File: config.mk
export PLATFORM = sky130hd
export DESIGN_NAME = alu_rtl_design
export DESIGN_NICKNAME = d
export VERILOG_FILES = /design/src/rtl/alu_rtl_design.sv
export SDC_FILE = /design/constraint.sdc
export NUM_CORES = 1
export LEC_CHECK = 0
export ABC_CLOCK_PERIOD_IN_PS = 5610
export CAP_MARGIN = 15
export CORE_AREA = 2 2 178 180
export DETAILED_ROUTE_END_ITERATION = 10
export DIE_AREA = 0 0 180 182
export MAX_ROUTING_LAYER = met4
export SETUP_SLACK_MARGIN = 0.4
export SYNTH_ARGS = -nofsm -noshare
export SYNTH_HDL_FRONTEND = slang
export SYNTH_SLANG_ARGS = --single-unit
File: constraint.sdc
create_clock -name CLK -period 5.61 [get_ports CLK]
set_input_delay 1.122 -clock CLK [delete_from_list [all_inputs] [get_ports CLK]]
set_output_delay 1.122 -clock CLK [all_outputs]
set_load 0.1 [all_outputs]
File: src/rtl/alu_rtl_design.sv
// alu_rtl_design: registered 8-bit ALU with arithmetic and logic command sets.
// Ports:
//   CLK, RST (async active-low), CE (clock enable, outputs hold when 0)
//   MODE (1 arithmetic / 0 logic), CMD (opcode), INP_VALID ({OPB ok, OPA ok})
//   OPA, OPB (operands), CIN (carry-in)
//   RES (2N-bit result), COUT, OFLOW, G, E, L, ERR (registered flags)
// Non-multiply commands have one-cycle latency. The two multiply commands
// capture their operands on the first enabled edge and register the product
// on the second; outputs hold in between.
module alu_rtl_design #(
  parameter int N = 8
) (
  input  logic           CLK,
  input  logic           RST,
  input  logic           CE,
  input  logic           MODE,
  input  logic [3:0]     CMD,
  input  logic [1:0]     INP_VALID,
  input  logic [N-1:0]   OPA,
  input  logic [N-1:0]   OPB,
  input  logic           CIN,
  output logic [2*N-1:0] RES,
  output logic           COUT,
  output logic           OFLOW,
  output logic           G,
  output logic           E,
  output logic           L,
  output logic           ERR
);

  logic [2*N-1:0] n_res;
  logic           n_cout, n_oflow, n_g, n_e, n_l, n_err;
  logic           need_a, need_b, bad_cmd, missing, is_mul;
  logic [N-1:0]   s_sum, s_dif;
  logic [2*N-1:0] rol_dbl, ror_dbl;

  // multiply pipeline stage
  logic           pend;
  logic           stg_shift;
  logic [N-1:0]   stg_a, stg_b;
  logic [N:0]     a_inc, b_inc;
  logic [2*N-1:0] prod;

  assign s_sum   = OPA + OPB;
  assign s_dif   = OPA - OPB;
  // rotating a doubled copy lets the shifted-out bits wrap around
  assign rol_dbl = {OPA, OPA} << OPB[2:0];
  assign ror_dbl = {OPA, OPA} >> OPB[2:0];

  always_comb begin
    need_a  = 1'b0;
    need_b  = 1'b0;
    bad_cmd = 1'b0;
    if (MODE) begin
      case (CMD)
        4'd0, 4'd1, 4'd2, 4'd3, 4'd8, 4'd9, 4'd10, 4'd11, 4'd12: begin
          need_a = 1'b1;
          need_b = 1'b1;
        end
        4'd4, 4'd5: need_a = 1'b1;
        4'd6, 4'd7: need_b = 1'b1;
        default:    bad_cmd = 1'b1;
      endcase
    end else begin
      case (CMD)
        4'd0, 4'd1, 4'd2, 4'd3, 4'd4, 4'd5, 4'd12, 4'd13: begin
          need_a = 1'b1;
          need_b = 1'b1;
        end
        4'd6, 4'd8, 4'd9:   need_a = 1'b1;
        4'd7, 4'd10, 4'd11: need_b = 1'b1;
        default:            bad_cmd = 1'b1;
      endcase
    end
    missing = (need_a & ~INP_VALID[0]) | (need_b & ~INP_VALID[1]);
  end

  always_comb begin
    n_res   = '0;
    n_cout  = 1'b0;
    n_oflow = 1'b0;
    n_g     = 1'b0;
    n_e     = 1'b0;
    n_l     = 1'b0;
    n_err   = 1'b0;
    is_mul  = 1'b0;
    if (bad_cmd || missing) begin
      n_err = 1'b1;
    end else if (MODE) begin
      case (CMD)
        4'd0: begin
          n_res  = {{(N-1){1'b0}}, ({1'b0, OPA} + {1'b0, OPB})};
          n_cout = n_res[N];
        end
        4'd1: begin
          n_res   = {{N{1'b0}}, OPA} - {{N{1'b0}}, OPB};
          n_oflow = (OPA < OPB);
        end
        4'd2: begin
          n_res  = {{(N-1){1'b0}}, ({1'b0, OPA} + {1'b0, OPB} + {{N{1'b0}}, CIN})};
          n_cout = n_res[N];
        end
        4'd3: begin
          n_res   = {{N{1'b0}}, OPA} - {{N{1'b0}}, OPB} - {{(2*N-1){1'b0}}, CIN};
          n_oflow = ({1'b0, OPA} < ({1'b0, OPB} + {{N{1'b0}}, CIN}));
        end
        4'd4: n_res = {{(N-1){1'b0}}, ({1'b0, OPA} + {{N{1'b0}}, 1'b1})};
        4'd5: n_res = {{(N-1){1'b0}}, ({1'b0, OPA} - {{N{1'b0}}, 1'b1})};
        4'd6: n_res = {{(N-1){1'b0}}, ({1'b0, OPB} + {{N{1'b0}}, 1'b1})};
        4'd7: n_res = {{(N-1){1'b0}}, ({1'b0, OPB} - {{N{1'b0}}, 1'b1})};
        4'd8: begin
          n_g = (OPA > OPB);
          n_e = (OPA == OPB);
          n_l = (OPA < OPB);
        end
        4'd9, 4'd10: is_mul = 1'b1;
        4'd11: begin
          n_res   = {{N{s_sum[N-1]}}, s_sum};
          n_oflow = (OPA[N-1] == OPB[N-1]) && (s_sum[N-1] != OPA[N-1]);
          n_g     = ($signed(OPA) > $signed(OPB));
          n_e     = (OPA == OPB);
          n_l     = ($signed(OPA) < $signed(OPB));
        end
        default: begin
          n_res   = {{N{s_dif[N-1]}}, s_dif};
          n_oflow = (OPA[N-1] != OPB[N-1]) && (s_dif[N-1] != OPA[N-1]);
          n_g     = ($signed(OPA) > $signed(OPB));
          n_e     = (OPA == OPB);
          n_l     = ($signed(OPA) < $signed(OPB));
        end
      endcase
    end else begin
      case (CMD)
        4'd0:  n_res = {{N{1'b0}}, OPA & OPB};
        4'd1:  n_res = {{N{1'b0}}, ~(OPA & OPB)};
        4'd2:  n_res = {{N{1'b0}}, OPA | OPB};
        4'd3:  n_res = {{N{1'b0}}, ~(OPA | OPB)};
        4'd4:  n_res = {{N{1'b0}}, OPA ^ OPB};
        4'd5:  n_res = {{N{1'b0}}, ~(OPA ^ OPB)};
        4'd6:  n_res = {{N{1'b0}}, ~OPA};
        4'd7:  n_res = {{N{1'b0}}, ~OPB};
        4'd8:  n_res = {{N{1'b0}}, 1'b0, OPA[N-1:1]};
        4'd9:  n_res = {{N{1'b0}}, OPA[N-2:0], 1'b0};
        4'd10: n_res = {{N{1'b0}}, 1'b0, OPB[N-1:1]};
        4'd11: n_res = {{N{1'b0}}, OPB[N-2:0], 1'b0};
        4'd12: begin
          n_res = {{N{1'b0}}, rol_dbl[2*N-1:N]};
          n_err = |OPB[N-1:4];
        end
        default: begin
          n_res = {{N{1'b0}}, ror_dbl[N-1:0]};
          n_err = |OPB[N-1:4];
        end
      endcase
    end
  end

  // second multiply stage: product of the captured operands, wrapped to 2N bits
  assign a_inc = {1'b0, stg_a} + {{N{1'b0}}, 1'b1};
  assign b_inc = {1'b0, stg_b} + {{N{1'b0}}, 1'b1};

  always_comb begin
    if (stg_shift)
      prod = {{N{1'b0}}, stg_a[N-2:0], 1'b0} * {{N{1'b0}}, stg_b};
    else
      prod = {{(N-1){1'b0}}, a_inc} * {{(N-1){1'b0}}, b_inc};
  end

  always_ff @(posedge CLK or negedge RST) begin
    if (!RST) begin
      RES       <= '0;
      COUT      <= 1'b0;
      OFLOW     <= 1'b0;
      G         <= 1'b0;
      E         <= 1'b0;
      L         <= 1'b0;
      ERR       <= 1'b0;
      pend      <= 1'b0;
      stg_shift <= 1'b0;
      stg_a     <= '0;
      stg_b     <= '0;
    end else if (CE) begin
      if (is_mul) begin
        // a held multiply recaptures every edge; the product lands once a
        // capture from the previous edge is pending
        stg_a     <= OPA;
        stg_b     <= OPB;
        stg_shift <= (CMD == 4'd10);
        pend      <= 1'b1;
        if (pend) begin
          RES   <= prod;
          COUT  <= 1'b0;
          OFLOW <= 1'b0;
          G     <= 1'b0;
          E     <= 1'b0;
          L     <= 1'b0;
          ERR   <= 1'b0;
        end
      end else begin
        pend  <= 1'b0;
        RES   <= n_res;
        COUT  <= n_cout;
        OFLOW <= n_oflow;
        G     <= n_g;
        E     <= n_e;
        L     <= n_l;
        ERR   <= n_err;
      end
    end
  end

endmodule

==> run_1/power_grid.png <==
Drawn at 2 px/um. Pins as bars on the die edge. Tap cells in gray.
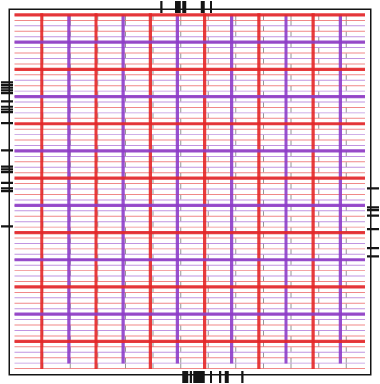
red -> VSS
purple -> VDD
met1 rails = 66
rows = 65

==> run_1/placement_by_type.png <==
Drawn at 2 px/um. Fill, decap, tap and diode cells in gray.
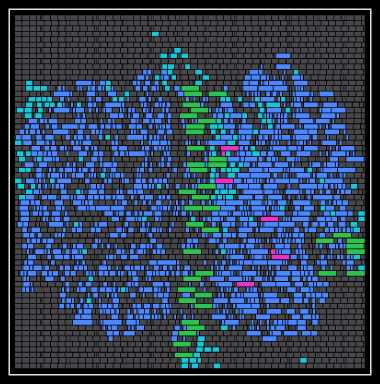
blue -> combinational and other logic  # cells 1261, share of their area 80%
magenta -> clock drivers and dummy loads  # cells 7, share of their area 1.1%
green -> sequential cells  # cells 40, share of their area 8.4%
cyan -> remaining buffers and delay cells  # cells 139, share of their area 10%

==> flow_summary.yaml, run 1 <==
# flow metrics
die:
  tap_cells: 402
  dieWidth_um: 180
  core_mm2: 0.03099
  ios: 49
  row_count: 65
synthesis:
  syn_avg_cell_area_um2: 7.704
  ys_sh_xor_pct: 6.345
  yosysTopAreaCell: "fa_1"
  ys_warn_count: 0
  yosys.area_share.simple_pct: 21.00
  syn_inst: 1377
  edf_count: 0
  adder_share_pct: 30.10
  ys_ff: 40
  async_reset_ff_share_pct: 100.0
  ys_seq_share_pct: 9.435
detailed_routing:
  first_pass_iters: 5
  drc: 0
  routed.top_layer: "met4"
  routed_via_density: 5.567
  antenna_left: 0
  wl_um: 37110
  wl_met1_um: 15420
  drt_first_iter_violations: 952
  vias: 10290
placement:
  port_buffers: 48
  dp.cells: 1820
  dp_hpwl_um: 29420
  placed_cell_area_mm2: 0.01183
  place.gp.congestion: 1.035
clocking:
  path_clk_slew_ns: 0.06
  clock_path_buffers: 2
  htreeDepth: 2
  post_cts_resized: 12
  cts_setup_buffers: 6
  cts.sinks: 40
critical_path:
  crit_fanout: 6
  cpPeakStageDelay_ns: 0.53
  r2r_slack_ns: 0.43
  crit_start: "stg_a[0]$_DFFE_PN0P_"
  cp_cell_sequence: "buf_4, ha_4, nand3_4, xor2_4, buf_4, or2_2, fa_1, fa_1, inv_1, fa_1, inv_1, fa_1, inv_1, ha_4, o21a_1, nor2_2, o31ai_2, a21o_1, a21oi_2, xnor2_1, a311oi_1, o21ai_1"
  r2r-start: "stg_a[0]$_DFFE_PN0P_"
  path_buffers: 5
  cp_top_family: "adder cells"
  cpMaxStageDelayCell: "fa_1"
  cp-start-kind: "flop"
  endpoint_kind: "flop"
  r2r_end: "RES[15]$_DFFE_PN0P_"
final_timing:
  whs_ns: 0.4779
  hold_viol: 0
  clock_skew_ns: 0.007115
  fin_tns_setup_ns: 0
  fin_crit_ns: 5.178
  worst_pin_slew_ns: 0.9964
  relSlewSlack_pct: 33.37
  fmax_mhz: 193.1
  setup_viol: 0
  slew_violations: 0
  rsz0062_at_grt: "true"
final_layout:
  comb_share_pct: 72.43
  n_antenna_cell: 0
  sh_seq_area_pct: 8.019
  inverters_excl_clock: 161
  clockBufferCount: 5
  buffers: 139
  regArea_mm2: 0.001003
  logic_gate_count: 1100
  final_cells: 1849
  syn_to_final_growth_pct: 17.95
  flop-count: 40
  fillers: 3172
  final_cell_mix: "inv_1, nor2_1, nand2_1"
  nets: 1680
  layout_top_cell: "inv_1"
  clk_share_pct: 1.100
outcome:
  status: "finished, final reports clean"
pwr:
  p_per_area_mw_per_mm2: 202.3
  pg_comb_w: 0.00188
  p_leak_nw: 5.770
  power_leader: "combinational logic"
  powerClk_w: 0.000285
  intPower_w: 0.001249
  seqPwrFrac_pct: 14.5
min_path:
  worstHoldStart: "RES[12]$_DFFE_PN0P_"
global_route:
  grt_use_met2_pct: 38.24
  grt_pass1_vias: 10120
  use_met3_pct: 3.149
  grtUsageTotal_pct: 22.82
  grt_pass1_wl_um: 57660
  grt-ovfl-total: 0
job:
  openroad.warnings: 51
==> run_1/clk_routes.png <==
Drawn at 2 px/um.
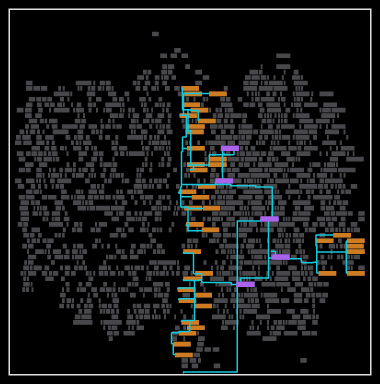
purple -> clock drivers  # count 5
orange -> flip-flops  # count 40
cyan -> clock wires  # length 698 um
routed clock nets = 6

[run 1: cell usage after synthesis (27+ instances only)]
master	instances
nand2b_1	27
dfrtp_1	40
fa_1	82
a21oi_1	85
nand2_1	122
o21ai_0	76
xnor2_1	42
inv_1	160
nand3_1	31
nor2_1	134
clkbuf_1	55
xor2_1	33
ha_1	124
[run 1: stage by stage]
step                utilization (%)  worst slack [ns]
CTS                           39.03            0.3584
global placement              38.17            0.3224
detailed placement            38.17            0.2416
finish                        40.38            0.4320
global route                  40.38            0.2362
floorplan                         -            0.4166
[run 1: registers in the layout, indices dropped and copies added (netlist names)]
name and flops:
G 1, pend 1, RES 16, OFLOW 1
E 1, stg_a 8, COUT 1, L 1
stg_b 8, stg_shift 1, ERR 1
==> run_1/wires.png <==
Drawn at 2 px/um.
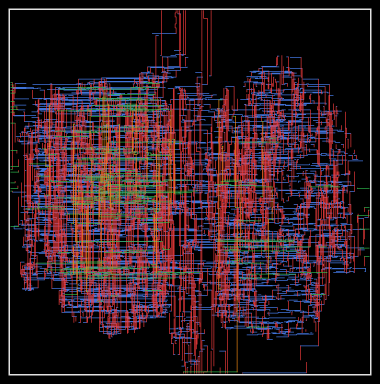

==> inputs of run 2 (changes only) <==
--- a/config.mk
+++ b/config.mk
@@ -8,10 +8,11 @@
 export ABC_CLOCK_PERIOD_IN_PS = 5610
 export CAP_MARGIN = 15
 export CORE_AREA = 2 2 178 180
+export CTS_BUF_LIST = sky130_fd_sc_hd__clkbuf_2
 export DETAILED_ROUTE_END_ITERATION = 10
 export DIE_AREA = 0 0 180 182
 export MAX_ROUTING_LAYER = met4
-export SETUP_SLACK_MARGIN = 0.4
+export SKIP_CTS_REPAIR_TIMING = 1
 export SYNTH_ARGS = -nofsm -noshare
 export SYNTH_HDL_FRONTEND = slang
 export SYNTH_SLANG_ARGS = --single-unit
==> run_2/wires.png <==
Drawn at 2 px/um.
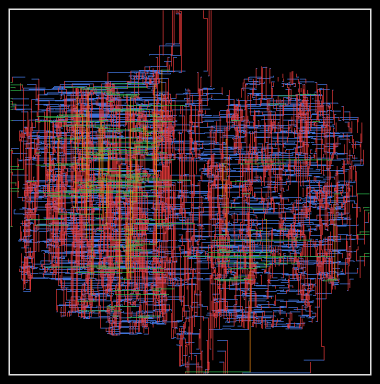
orange -> metal 4  # wire length 1100 um
green -> metal 3  # wire length 2190 um
blue -> metal 1  # wire length 15500 um
red -> metal 2  # wire length 17700 um

==> run 2 against run 1 <==
  * Synthesized cell count unchanged
  * Worst setup slack got worse by 0.21 ns
  * Design area shrank 4.2%
  * Die size unchanged
==> flow_summary.yaml, run 2 <==
# flow metrics
outcome:
  status: "finished, final reports clean"
global_route:
  busiest_layer: "met2"
  grtUsageTotal_pct: 22.73
  use_met1_pct: 29.08
  grt-ovfl-total: 0
  grt_pass1_vias: 10100
  use_met3_pct: 2.086
  grt_use_met2_pct: 38.13
  grt_pass1_wl_um: 57500
final_layout:
  regMostFlops: "RES"
  largest_register_ffs: 16
  drive_above_1_share_pct: 11.03
  finish.instance_area_mm2: 0.01199
  nets: 1664
  layout_top_cell: "inv_1"
  largest_registers: "RES (16), stg_a (8), stg_b (8)"
  final_cell_mix: "inv_1, nor2_1, nand2_1, ha_1, a21oi_1"
  fillers: 3237
  final_cells: 1835
  syn_to_final_growth_pct: 12.99
  fin_util_pct: 38.68
clocking:
  tritoncts: "done"
  cts-buffers-inserted: 5
  clock_path_buffers: 2
  cts-root-buf: "clkbuf_2"
  htreeDepth: 2
  path_clk_slew_ns: 0.24
  cts.sinks: 40
final_timing:
  setup_viol: 0
  relSlewSlack_pct: 33.45
  clock_skew_ns: 0.01020
  slew_violations: 0
  fmax_mhz: 185.7
  setup_ws_ns: 0.2249
  fin_tns_setup_ns: 0
  whs_ns: 0.5150
  rsz0062_at_grt: "true"
  worst_pin_slew_ns: 0.9952
  hold_viol: 0
  fin_crit_ns: 5.385
die:
  dieHeight_um: 182
  core_mm2: 0.03099
  die-area_mm2: 0.03276
  row_count: 65
  ios: 49
  dieWidth_um: 180
critical_path:
  cpMaxStageDelayCell: "fa_1"
  r2r-start: "stg_a[2]$_DFFE_PN0P_"
  r2r_slack_ns: 0.22
  crit_path_end: "RES[8]$_DFFE_PN0P_"
  path_buffers: 5
  cpPeakStageDelay_ns: 0.54
  r2r_end: "RES[8]$_DFFE_PN0P_"
  cp_top_family: "adder cells"
  endpoint_kind: "flop"
  cp.required_ns: 5.99
  r2r_cells: 21
  crit_fanout: 14
  crit_start: "stg_a[2]$_DFFE_PN0P_"
  cp_cell_sequence: "buf_6, and3_1, nand3_1, xor2_1, buf_4, nand2b_1, fa_1, inv_1, fa_1, ha_1, inv_1, fa_1, inv_1, ha_1, nor2b_1, o21a_1, o21ai_0, or3b_2, a21o_1, a31o_2, a31oi_1"
  cp-start-kind: "flop"
placement:
  dp_slack_ns: 0.07016
  place.gp.congestion: 1.013
  port_buffers: 48
  dp_hpwl_um: 29290
  placed_cell_area_mm2: 0.01177
  dp.cells: 1818
synthesis:
  edf_count: 0
  ys_sh_xor_pct: 6.345
  ys_warn_count: 0
  yosysTopAreaCell: "fa_1"
  top_logic_kind: "adder cells"
  top_cell_area_share_pct: 15.47
  ys_ff: 40
  fp_nets: 1610
  syn_avg_cell_area_um2: 7.704
  syn_inst: 1377
  ff_type: "dfrtp_1"
  ys_seq_share_pct: 9.435
  yosys_cells: 1377
  async_reset_ff_share_pct: 100.0
  syn_area_mm2: 0.01061
  synth_dominant_cell_count: "inv_1"
  adder_share_pct: 30.10
  synth.cells.most_frequent: "inv_1, nor2_1, ha_1"
  yosys.area_share.simple_pct: 21.00
detailed_routing:
  wl_met1_um: 15490
  drc: 0
  routed-wl-met2_um: 17730
  vias: 10220
  antenna_left: 0
  routed.top_layer: "met4"
  first_pass_iters: 6
  wl_per_cell_um: 19.90
  met3WireLength_um: 2189
  wl_um: 36520
  routed_via_density: 5.569
  drt_first_iter_violations: 950
pwr:
  p_per_area_mw_per_mm2: 186.3
  p_leak_nw: 5.625
  total_power_w: 0.002233
  ir_drop_v: 0.00009148
job:
  openroad.warnings: 50
  cap_violations: 0
min_path:
  worstHoldStart: "OFLOW$_DFFE_PN0P_"
  hold_class: "reg2reg"
  holdPathStages: 2
  hold_end: "OFLOW$_DFFE_PN0P_"
-- run 2: cell counts after synthesis --
Identical to the previous run, type by type.
-- run 2: final cells by class --
type,instances,area (um^2),area share (%)
Multi-Input combinational cell,1100,8777,73.23
Clock inverter,2,16.27,0.1357
Timing Repair Buffer,123,1050,8.758
Clock buffer,6,30.03,0.2505
Antenna cell,1,2.502,0.02088
Inverter,161,604.3,5.042
Tap cell,402,503.0,4.196
Sequential cell,40,1003,8.372
-- run 2: kinds of logic after synthesis --
group,after synthesis
buffers and inverters,237
xor gates and xnor gates,76
DFF,40
adders and majority gates,206
and+or+nand+nor,459
muxes,30
AOI/OAI and AO/OA,329
-- run 2: power by group --
part | internal [W] | switching [W]
clock network | 0.0000333 | 0.000116
logic | 0.000662 | 0.00106
registers | 0.000324 | 0.0000341
No activity file was given, so power comes from the tool's default toggle rates.
